===== config.mk =====
export PLATFORM = sky130hd
export DESIGN_NAME = alu_muldiv_flat
export DESIGN_NICKNAME = d
export VERILOG_FILES = /design/src/rtl/alu_muldiv_if.sv /design/src/rtl/alu_muldiv.sv /design/src/flat_wrapper.sv
export SDC_FILE = /design/constraint.sdc
export NUM_CORES = 1
export LEC_CHECK = 0
export ABC_AREA = 1
export CAP_MARGIN = 20
export CORE_MARGIN = 4
export CORE_UTILIZATION = 31
export DETAILED_ROUTE_END_ITERATION = 12
export PLACE_DENSITY = 0.57
export SKIP_LAST_GASP = 1
export SYNTH_ARGS = -nofsm -noshare
export SYNTH_HDL_FRONTEND = slang
export SYNTH_SLANG_ARGS = --single-unit

===== constraint.sdc =====
create_clock -name clk -period 7.9 [get_ports clk]
set_input_delay 1.58 -clock clk [delete_from_list [all_inputs] [get_ports clk]]
set_output_delay 1.58 -clock clk [all_outputs]
set_load 0.01 [all_outputs]

===== src/rtl/alu_muldiv_if.sv =====
// Execute-stage bus between the CPU datapath and alu_muldiv.
// Latency: none, wires only.
// Backpressure: md_busy tells the control unit to stall; md_start is ignored while busy.
interface alu_muldiv_if #(
    parameter int bit_size   = 32,
    parameter int shamt_size = 5
);
    logic [3:0]            ALUCtrl;
    logic [bit_size-1:0]   src1;
    logic [bit_size-1:0]   src2;
    logic [shamt_size-1:0] shamt;
    logic [bit_size-1:0]   ALU_result;
    logic                  Zero;
    logic                  md_start;
    logic [1:0]            md_op;
    logic                  md_busy;
    logic                  md_done;
    logic [bit_size-1:0]   HI;
    logic [bit_size-1:0]   LO;

    modport master (
        output ALUCtrl, src1, src2, shamt, md_start, md_op,
        input  ALU_result, Zero, md_busy, md_done, HI, LO
    );

    modport slave (
        input  ALUCtrl, src1, src2, shamt, md_start, md_op,
        output ALU_result, Zero, md_busy, md_done, HI, LO
    );
endinterface


===== src/rtl/alu_muldiv.sv =====
// Combinational ALU plus iterative shift-add multiplier / restoring divider with HI/LO.
// Latency: ALU zero cycles; mul/div bit_size edges from accept to the md_done pulse.
// Backpressure: md_busy high while iterating; md_start is only sampled when idle.
module alu_muldiv #(
    parameter int bit_size   = 32,
    parameter int shamt_size = 5
) (
    input  logic          clk,
    input  logic          rst,
    alu_muldiv_if.slave   bus
);
    localparam int W = bit_size;
    localparam logic [shamt_size-1:0] LAST_ITER = shamt_size'(W - 1);

    typedef enum logic {S_IDLE, S_RUN} state_t;

    state_t                state, state_nxt;
    logic                  last_step;
    logic [W-1:0]          alu_res;
    logic                  alu_zero;
    logic [shamt_size-1:0] vamt;

    logic                  op_div, neg_q, neg_r, done;
    logic [shamt_size-1:0] count;
    logic [W-1:0]          acc, mq, opb, hi, lo;

    logic                  a_neg, b_neg;
    logic [W-1:0]          a_mag, b_mag;
    logic [W:0]            mul_sum, div_shift, div_diff;
    logic                  div_ok;
    logic [W-1:0]          acc_n, mq_n, q_s, r_s, hi_fix, lo_fix;
    logic [2*W-1:0]        prod, prod_s;

    assign vamt = bus.src1[shamt_size-1:0];

    always_comb begin
        alu_res = '0;
        case (bus.ALUCtrl)
            4'b0010: alu_res = bus.src1 + bus.src2;
            4'b0110,
            4'b1110: alu_res = bus.src1 - bus.src2;
            4'b0000: alu_res = bus.src1 & bus.src2;
            4'b0001: alu_res = bus.src1 | bus.src2;
            4'b1100: alu_res = ~(bus.src1 | bus.src2);
            4'b0011: alu_res = bus.src1 ^ bus.src2;
            4'b0111: alu_res = {{(W-1){1'b0}}, $signed(bus.src1) < $signed(bus.src2)};
            4'b0101: alu_res = {{(W-1){1'b0}}, bus.src1 < bus.src2};
            4'b1000: alu_res = bus.src2 << bus.shamt;
            4'b1001: alu_res = bus.src2 >> bus.shamt;
            4'b0100: alu_res = $signed(bus.src2) >>> bus.shamt;
            4'b1010: alu_res = bus.src2 << vamt;
            4'b1011: alu_res = bus.src2 >> vamt;
            4'b1101: alu_res = $signed(bus.src2) >>> vamt;
            default: alu_res = '0;
        endcase
        // bne reuses the subtractor, so its branch flag is the inverted zero test
        alu_zero = (bus.ALUCtrl == 4'b1110) ? (alu_res != '0) : (alu_res == '0);
    end

    assign bus.ALU_result = alu_res;
    assign bus.Zero       = alu_zero;

    // Operands are iterated as magnitudes; signs are restored at the done edge.
    assign a_neg = ~bus.md_op[0] & bus.src1[W-1];
    assign b_neg = ~bus.md_op[0] & bus.src2[W-1];
    assign a_mag = a_neg ? -bus.src1 : bus.src1;
    assign b_mag = b_neg ? -bus.src2 : bus.src2;

    always_comb begin
        mul_sum   = {1'b0, acc} + (mq[0] ? {1'b0, opb} : '0);
        div_shift = {acc, mq[W-1]};
        div_diff  = div_shift - {1'b0, opb};
        div_ok    = ~div_diff[W];
        if (op_div) begin
            acc_n = div_ok ? div_diff[W-1:0] : div_shift[W-1:0];
            mq_n  = {mq[W-2:0], div_ok};
        end else begin
            acc_n = mul_sum[W:1];
            mq_n  = {mul_sum[0], mq[W-1:1]};
        end
        prod   = {acc_n, mq_n};
        prod_s = neg_q ? -prod : prod;
        q_s    = neg_q ? -mq_n : mq_n;
        r_s    = neg_r ? -acc_n : acc_n;
        hi_fix = op_div ? r_s : prod_s[2*W-1:W];
        lo_fix = op_div ? q_s : prod_s[W-1:0];
    end

    always_ff @(posedge clk or posedge rst) begin
        if (rst) state <= S_IDLE;
        else     state <= state_nxt;
    end

    always_comb begin
        state_nxt = state;
        last_step = 1'b0;
        if (state == S_IDLE) begin
            if (bus.md_start) state_nxt = S_RUN;
        end else if (count == LAST_ITER) begin
            last_step = 1'b1;
            state_nxt = S_IDLE;
        end
    end

    always_ff @(posedge clk or posedge rst) begin
        if (rst) begin
            op_div <= 1'b0;
            neg_q  <= 1'b0;
            neg_r  <= 1'b0;
            done   <= 1'b0;
            count  <= '0;
            acc    <= '0;
            mq     <= '0;
            opb    <= '0;
            hi     <= '0;
            lo     <= '0;
        end else begin
            done <= 1'b0;
            if (state == S_IDLE) begin
                if (bus.md_start) begin
                    op_div <= bus.md_op[1];
                    // divide-by-zero keeps the all-ones quotient unsigned
                    neg_q  <= (a_neg ^ b_neg) & (~bus.md_op[1] | (|bus.src2));
                    neg_r  <= a_neg;
                    count  <= '0;
                    acc    <= '0;
                    mq     <= a_mag;
                    opb    <= b_mag;
                end
            end else begin
                acc   <= acc_n;
                mq    <= mq_n;
                count <= count + 1'b1;
                if (last_step) begin
                    hi   <= hi_fix;
                    lo   <= lo_fix;
                    done <= 1'b1;
                end
            end
        end
    end

    assign bus.md_busy = (state == S_RUN);
    assign bus.md_done = done;
    assign bus.HI      = hi;
    assign bus.LO      = lo;
endmodule


===== src/flat_wrapper.sv =====
// flat-port wrapper written by rule: the top's interface ports become plain ports
module alu_muldiv_flat 
#(
    parameter int bit_size   = 32,
    parameter int shamt_size = 5
)
  (clk, rst, bus_ALUCtrl, bus_src1, bus_src2, bus_shamt, bus_md_start, bus_md_op, bus_ALU_result, bus_Zero, bus_md_busy, bus_md_done, bus_HI, bus_LO);
  alu_muldiv_if #(.bit_size(bit_size), .shamt_size(shamt_size)) bus_i ();
  input  logic clk;
  input  logic rst;
  input wire logic [$bits(bus_i.ALUCtrl)-1:0] bus_ALUCtrl;
  input wire logic [$bits(bus_i.src1)-1:0] bus_src1;
  input wire logic [$bits(bus_i.src2)-1:0] bus_src2;
  input wire logic [$bits(bus_i.shamt)-1:0] bus_shamt;
  input wire logic [$bits(bus_i.md_start)-1:0] bus_md_start;
  input wire logic [$bits(bus_i.md_op)-1:0] bus_md_op;
  output wire logic [$bits(bus_i.ALU_result)-1:0] bus_ALU_result;
  output wire logic [$bits(bus_i.Zero)-1:0] bus_Zero;
  output wire logic [$bits(bus_i.md_busy)-1:0] bus_md_busy;
  output wire logic [$bits(bus_i.md_done)-1:0] bus_md_done;
  output wire logic [$bits(bus_i.HI)-1:0] bus_HI;
  output wire logic [$bits(bus_i.LO)-1:0] bus_LO;
  assign bus_i.ALUCtrl = bus_ALUCtrl;
  assign bus_i.src1 = bus_src1;
  assign bus_i.src2 = bus_src2;
  assign bus_i.shamt = bus_shamt;
  assign bus_i.md_start = bus_md_start;
  assign bus_i.md_op = bus_md_op;
  assign bus_ALU_result = bus_i.ALU_result;
  assign bus_Zero = bus_i.Zero;
  assign bus_md_busy = bus_i.md_busy;
  assign bus_md_done = bus_i.md_done;
  assign bus_HI = bus_i.HI;
  assign bus_LO = bus_i.LO;
  alu_muldiv #(.bit_size(bit_size), .shamt_size(shamt_size)) u_core (.clk(clk), .rst(rst), .bus(bus_i));
endmodule

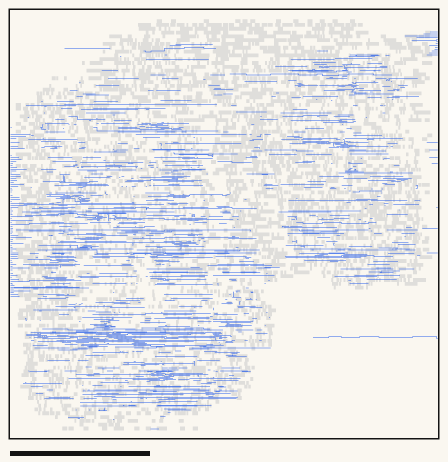
(signal wires on met3)
Bar = 100 microns.
wire length on this layer: 14400 microns
longest straight run: 113 microns
nets with wire on the layer: 721
share of all routed wire: 9.5%
main direction: horizontal

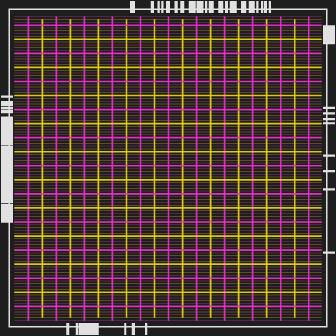
(PDN straps and rails)
Pins as bars on the die edge.
| net | color |
|---|---|
| VSS | magenta |
| VDD | yellow |
signal pins: 177
rows: 108
met4 straps: 21

==> flow_summary_export.csv <==
group,metric,value,unit
placement,gp_congestion,1.114,
status,outcome,"finished, final reports clean",
timing,final_max_slew_viol_count,0,
synth,ys_chip_area,27490,sq um
synth,ys_cells,4883,
run,maxCapViolCount,0,
synth,async_flop_share,1.000,
synth,ys_sh_adder,0.08165,
worst_setup_path,cp_slowest_cell,"clkdlybuf4s50_1",
timing,finalWorstPathRequiredPeriod,7.839,ns
worst_setup_path,crit_type,"in -> out",
timing,rsz0062_at_grt,"no",
routing,drt-initial-drc-count,4054,
global_routing,antenna_found_initial,5,
power,vdd_drop_max,0.2408,mV
die,io_pins,177,
global_routing,grtUsageTotal,0.3099,
clock_tree,clockBufferDepth,2,
worst_setup_path,cp.arrival,6.26,ns
synth,topCellsByArea,"nand2_1, dfrtp_1, nand3_1",
[report_power, final]
| part | total [mW] | switching [mW] | internal, mW | leakage [nW] |
|---|---|---|---|---|
| logic | 9.27 | 6.37 | 2.90 | 13.6 |
| clock network | 0.899 | 0.446 | 0.453 | 0.292 |
| registers | 1.76 | 0.461 | 1.30 | 2.13 |
[worst paths after layout]
kind	from	to	slack [ns]	cells after the start
setup / recovery	bus_src2[18]	bus_Zero	0.06	20
hold / removal	u_core.bus.HI[26]$_DFFE_PP0P_	u_core.bus.HI[26]$_DFFE_PP0P_	0.48	2
setup reg to reg	u_core.opb[0]$_DFFE_PP0P_	u_core.bus.HI[28]$_DFFE_PP0P_	1.88	31
hold reg to reg	u_core.bus.HI[26]$_DFFE_PP0P_	u_core.bus.HI[26]$_DFFE_PP0P_	0.48	2
max in group asynchronous	rst	u_core.mq[7]$_DFFE_PP0P_	4.86	3
min in group asynchronous	rst	u_core.acc[16]$_DFFE_PP0P_	1.65	2
[area by class of cell]
cell class / count / share of cell area
Inverter: 581 / 0.06782
Sequential cell: 170 / 0.1320
Clock inverter: 15 / 0.005352
Antenna cell: 2 / 0.0001551
Multi-Input combinational cell: 3934 / 0.6241
Timing Repair Buffer: 414 / 0.1126
Clock buffer: 17 / 0.01318
Tap cell: 1155 / 0.04479
[per-stage QoR]
| step | hold slack [ns] | worst slack [ns] |
|---|---|---|
| CTS | 0.4875 | 0.1279 |
| global route | 0.5095 | 0.005560 |
| floorplan | 0.4582 | 1.717 |
| detailed placement | 0.4688 | 0.1544 |
| finish | 0.4818 | 0.06054 |
| global placement | 0.4681 | 0.1346 |
[logic make-up (layout without fill, tap and decap cells)]
logic type / Yosys count / count (layout)
AND/OR/NAND/NOR: 2718 / 2718
AND-OR/OR-AND: 939 / 940
buffers and inverters: 780 / 1027
adder cells (fa/ha/maj): 177 / 177
flip-flops: 170 / 170
XOR/XNOR: 92 / 92
multiplexers: 7 / 7
other: 0 / 2
[worst reg2reg max path, delay by kind of cell (launching register included)]
| kind | cells | cell delay (ns) |
|---|---|---|
| simple gates | 25 | 4.01 |
| fa+ha+maj | 3 | 0.89 |
| buf+inv | 2 | 0.43 |
| flops | 1 | 0.41 |
| compound gates | 1 | 0.15 |
[per-layer routing]
metal  up-vias  part of all wire
met5         -           0.00045
met4        12             0.084
met3       447             0.095
met2      1886              0.41
met1     16270              0.41
li1      16510                 -
[registers in the layout (all words and copies together), names as in the netlist]
name / count
u_core.neg_q: 1
u_core.bus.LO: 32
u_core.acc: 32
u_core.bus.md_busy: 1
u_core.bus.md_done: 1
u_core.opb: 32
u_core.count: 5
u_core.neg_r: 1
u_core.mq: 32
u_core.bus.HI: 32
u_core.op_div: 1
[what timing repair did]
item,CTS,global route
setup endpoints to repair,0,1
buffers inserted,0,5
gates resized,0,3
Power figures rest on the tool's default switching activity, not on a simulated workload.
